[config.mk]
export PLATFORM = sky130hd
export DESIGN_NAME = branch_resolver
export DESIGN_NICKNAME = d
export VERILOG_FILES = /design/src/rtl/branch_resolver_pkg.sv /design/src/rtl/branch_resolver_flush_counter.sv /design/src/rtl/branch_resolver.sv
export SDC_FILE = /design/constraint.sdc
export NUM_CORES = 1
export LEC_CHECK = 0
export CAP_MARGIN = 25
export CORE_MARGIN = 2
export CORE_UTILIZATION = 40
export CTS_CLUSTER_SIZE = 16
export DETAILED_ROUTE_END_ITERATION = 12
export GPL_ROUTABILITY_DRIVEN = 0
export GPL_TIMING_DRIVEN = 0
export PLACE_DENSITY = 0.81
export SLEW_MARGIN = 20
export SYNTH_ARGS = -nofsm -noshare
export SYNTH_HDL_FRONTEND = slang
export SYNTH_SLANG_ARGS = --single-unit
[constraint.sdc]
create_clock -name clk -period 2.2 [get_ports clk]
set_input_delay 0.33 -clock clk [delete_from_list [all_inputs] [get_ports clk]]
set_output_delay 0.33 -clock clk [all_outputs]
set_load 0.01 [all_outputs]
[src/rtl/branch_resolver_pkg.sv]
// branch_resolver_pkg: condition-code constants and branch_resolver state encoding shared across the resolver slice
package branch_resolver_pkg;
  localparam logic [2:0] CC_Z  = 3'd0;
  localparam logic [2:0] CC_NZ = 3'd1;
  localparam logic [2:0] CC_C  = 3'd2;
  localparam logic [2:0] CC_NC = 3'd3;
  localparam logic [2:0] CC_P  = 3'd4;
  localparam logic [2:0] CC_N  = 3'd5;
  localparam logic [2:0] CC_PO = 3'd6;
  localparam logic [2:0] CC_PE = 3'd7;
  typedef enum logic [1:0] {
    BR_IDLE  = 2'd0,
    BR_WAIT  = 2'd1,
    BR_DONE  = 2'd2,
    BR_FLUSH = 2'd3
  } br_state_t;
endpackage

[src/rtl/branch_resolver_flush_counter.sv]
// flush_counter: 4-bit loadable down-counter (clk, rst, load/load_val, dec) reporting zero; holds at 0
module flush_counter (
  input  logic       clk,
  input  logic       rst,
  input  logic       load,
  input  logic [3:0] load_val,
  input  logic       dec,
  output logic       zero
);
  logic [3:0] count;
  assign zero = count == 4'd0;
  always_ff @(posedge clk) begin
    if (rst) count <= 4'd0;
    else if (load) count <= load_val;
    else if (dec && !zero) count <= count - 4'd1;
  end
endmodule

[src/rtl/branch_resolver.sv]
// branch_resolver: resolves jumps from decode (br_*), waits out flag hazards (fl_wr_inflight, FL via OC_fl), issues registered ack/redirect/flush
module branch_resolver
  import branch_resolver_pkg::*;
#(
  parameter int ADDR_W      = 8,
  parameter int FLUSH_DEPTH = 2
) (
  input  logic              clk,
  input  logic              rst,
  input  logic              br_valid,
  input  logic              br_uncond,
  input  logic [2:0]        br_oc_fl,
  input  logic [ADDR_W-1:0] br_target,
  input  logic              fl_wr_inflight,
  input  logic              FL,
  output logic [2:0]        OC_fl,
  output logic              br_ack,
  output logic              taken,
  output logic              redirect,
  output logic [ADDR_W-1:0] redirect_pc,
  output logic              flush
);
  br_state_t state, state_n;
  logic resolve, enter_flush, cnt_zero;
  assign OC_fl = br_oc_fl;
  assign resolve = br_valid & (br_uncond | ~fl_wr_inflight);
  always_comb begin
    state_n = state;
    state_n = (state == BR_DONE)  ? BR_IDLE :
              (state == BR_FLUSH) ? (cnt_zero ? BR_IDLE : BR_FLUSH) :
              resolve             ? ((br_uncond | FL) ? BR_FLUSH : BR_DONE) :
              br_valid            ? BR_WAIT : BR_IDLE;
  end
  assign enter_flush = (state_n == BR_FLUSH) && (state != BR_FLUSH);
  flush_counter u_flush_counter (
    .clk      (clk),
    .rst      (rst),
    .load     (enter_flush),
    .load_val (4'(FLUSH_DEPTH - 1)),
    .dec      (state == BR_FLUSH),
    .zero     (cnt_zero)
  );
  always_ff @(posedge clk) begin
    if (rst) begin
      state       <= BR_IDLE;
      br_ack      <= 1'b0;
      taken       <= 1'b0;
      redirect    <= 1'b0;
      flush       <= 1'b0;
      redirect_pc <= '0;
    end else begin
      state    <= state_n;
      br_ack   <= enter_flush | (state_n == BR_DONE);
      taken    <= enter_flush;
      redirect <= enter_flush;
      flush    <= state_n == BR_FLUSH;
      if (enter_flush) redirect_pc <= br_target;
    end
  end
endmodule

### Cell classes on the final placement

Fill, decap, tap and diode cells in grey.
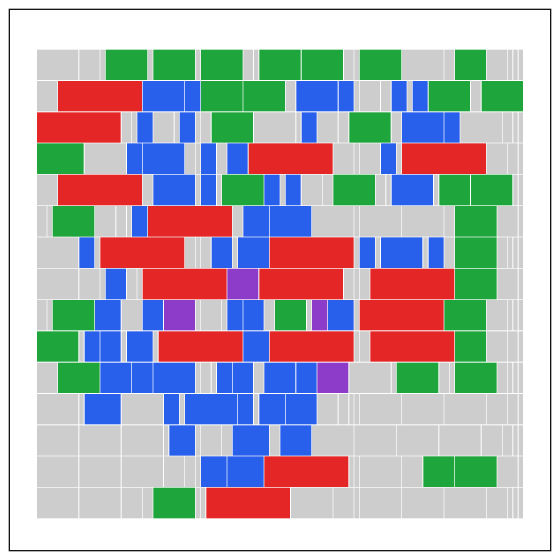
[registers] red | cells: 17
[clock drivers and dummy loads] purple | cells: 4
[remaining logic cells] blue | cells: 58
[remaining buffers and delay cells] green | cells: 33
row count: 15
final instance area: 0.00106 mm2
Core Area: 0.00173 mm2
Seq/total area: 32.0%

### Placed standard cells

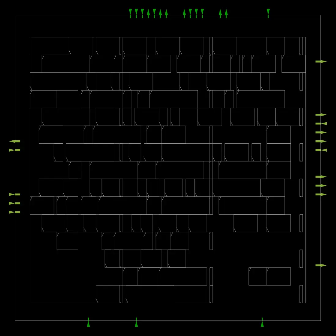
Seq Cell Count: 17
Util after Layout: 61.7%
# Taps: 25

### Wires at chosen ports, followed through buffers

Scale bar: 10 um.
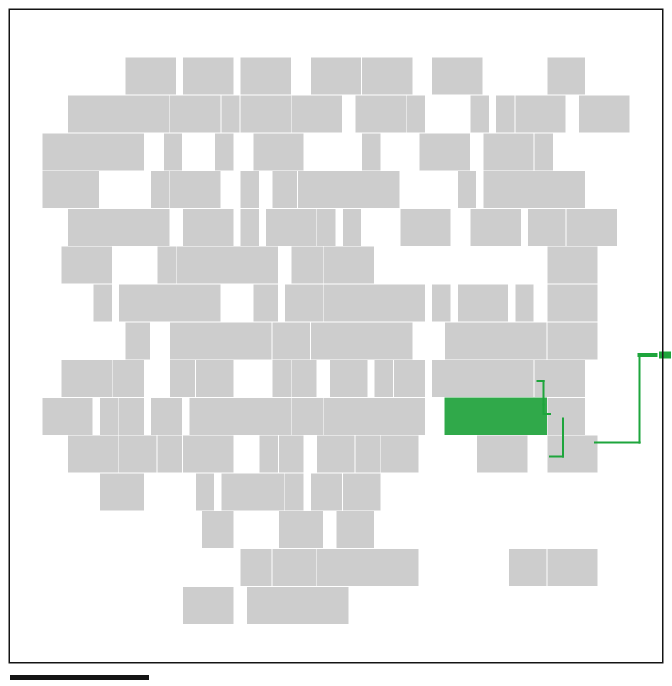
[taken] green | direction: output | end cells: 1 | buffers: 2 | wire: 17.6 um
Top-Level Pins: 32
Port Buf Inserts: 27

### Floorplan with the power grid

Scale bar: 10 um. Pins as bars on the die edge. Tap cells in grey.
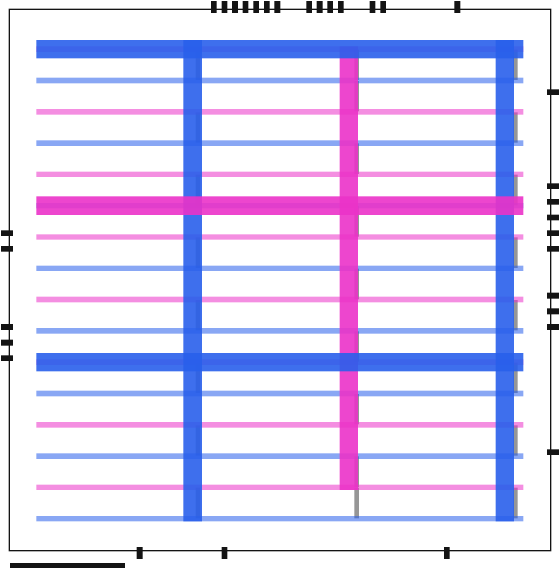
[VSS] blue
[VDD] magenta
rows: 15
met1 rails: 16
met5 straps: 3
signal pins: 32
die y size: 46.9 um
Max VDD drop: 0.000482 V
chip width: 46.9 um

### Signal metal coverage by tile

9 x 9 tiles, from dark blue (low) to red (high), scaled to the fullest tile. Values are wire area over tile area, all layers added.
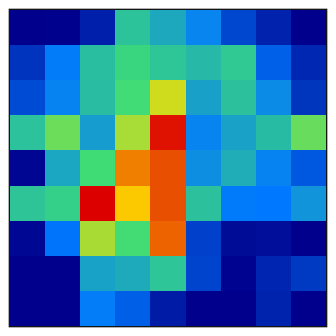
mean over tiles: 0.11
emptiest ninth of the die: south-east
densest ninth of the die: centre
nearly empty tiles: 17%
DR vias: 667
GRT Total Usage: 14.8%
Final Routed Wirelength: 1.48 mm
DR WL/cell: 10.8 um

[kinds of logic after synthesis]
kind of cell | count (synthesis) | synth area share, %
simple gates | 28 | 18.5
flops | 17 | 46.2
buf+inv | 11 | 9.17
fa+ha+maj | 1 | 1.70
xor+xnor | 1 | 1.19
compound gates | 15 | 12.4
mux | 8 | 10.9
[worst reg2reg max path: stages (launching register included)]
cell and delay, ns:
dfxtp_1 0.38, inv_1 0.06, ha_1 0.20, nor3b_1 0.17
or4_1 0.47, a21boi_1 0.14
[registers in the layout, indices dropped and copies added (netlist names)]
name                   count
redirect_pc                8
br_ack                     1
flush                      1
state                      2
redirect                   1
u_flush_counter.count      4
[where the power goes]
part	internal [mW]	switching, mW
Sequential	0.324	0.00888
Combinational	0.0720	0.0475
Clock	0.0704	0.0938
[cell type report]
cell class              count  area, um2
fillers                   165        662
plain buffers               6       48.8
inverters                   5       18.8
flip-flops and latches     17        340
clock buffers               4       26.3
multi-input cells          53        329
well taps                  25       31.3
repair buffers             27        270
[final timing paths]
check,from,to,slack [ns]
worst max-delay path,fl_wr_inflight,redirect_pc[6]$_SDFFE_PP0P_,0.62
worst min-delay path,rst,u_flush_counter.count[0]$_SDFFE_PP0P_,0.23
worst max register to register,u_flush_counter.count[0]$_SDFFE_PP0P_,u_flush_counter.count[3]$_SDFFE_PP0P_,0.73
worst min register to register,redirect_pc[2]$_SDFFE_PP0P_,redirect_pc[2]$_SDFFE_PP0P_,0.46
[layer usage]
metal	global-route usage (%)	share of wire (%)
met5	0	0
met4	6.67	1.9
met3	3.08	5.3
met2	25.8	50
met1	17.3	42
==> metrics.yaml <==
run_status:
  status: "complete, no violations"
sta:
  fin_skew_ns: 0.00407
  setup_slack_ns: 0.618
  slew_headroom_pct: 57.2
  hold_ws_ns: 0.227
  drv_slew: 0
  finalCritPeriodShare_pct: 71.9
  min_period_ns: 1.58
  max_slew.worst_pin.slew_ns: 0.643
setup_path:
  critPathMaxFanout: 10
  slowest_stage: "clkdlybuf4s50_1"
  cp_cell_sequence: "clkdlybuf4s50_1, and2b_2, o21ai_0, buf_4, mux2i_1"
  crit_buf_inv: 2
  required_ns: 2.41
  cp_top_family: "buffers and inverters"
  slowest_delay_ns: 0.49
  r2r_cells: 5
floorplan:
  fp_util_pct: 42.7
hold_path:
  hold_depth: 2
  hold_path.class: "primary input to flip-flop"
global_routing:
  grt_pass1_vias: 550
  grt_pass1_wl_mm: 2.31
  overflow: 0
layout:
  final_common_cell: "clkdlybuf4s50_1"
  final_cells: 137
  drive_gt1_share_pct: 11.6
  antenna-diode-count: 0
  area_growth_syn_to_layout_pct: 44.5
synth:
  ys_chip_area_um2: 737
  yosysSeqAreaShare_pct: 46.2
  synthTopCellsByCount: "17 x dfxtp_1, 17 x nand2_1, 8 x mux2i_1"
  synthArstFlopShare_pct: 0
  avgSynthCellArea_um2: 9.10
  syn-num-nets: 99
  synth_top_cell_by_area: "dfxtp_1"
  ys_cells: 81
  edf_count: 0
  top_cell_area_share_pct: 46.2
pwr:
  p_leak_nw: 0.452
routing:
  firstDrtPassIters: 4
  initialDrtViolationCount: 13
  drc: 0
placement:
  placed_cells_incl_taps: 133
  hpwlAfterDp_mm: 1.19
  post-place-ws_ns: 0.319
  placed_area_mm2: 0.00104
cts:
  clock_path_buffers: 2
  insertion_delay_ns: 0.28
  cts_tree: "done"
  cts_sinks: 17
  post_cts_buffers: 0
  clk_pin_slew_ns: 0.10
  post_cts_resize_count: 0
  cts_made_buffers: 3
  hold_buffers: 0
flow_run:
  cap_viol_max_count: 0
Power is estimated from default activity; no workload was simulated.
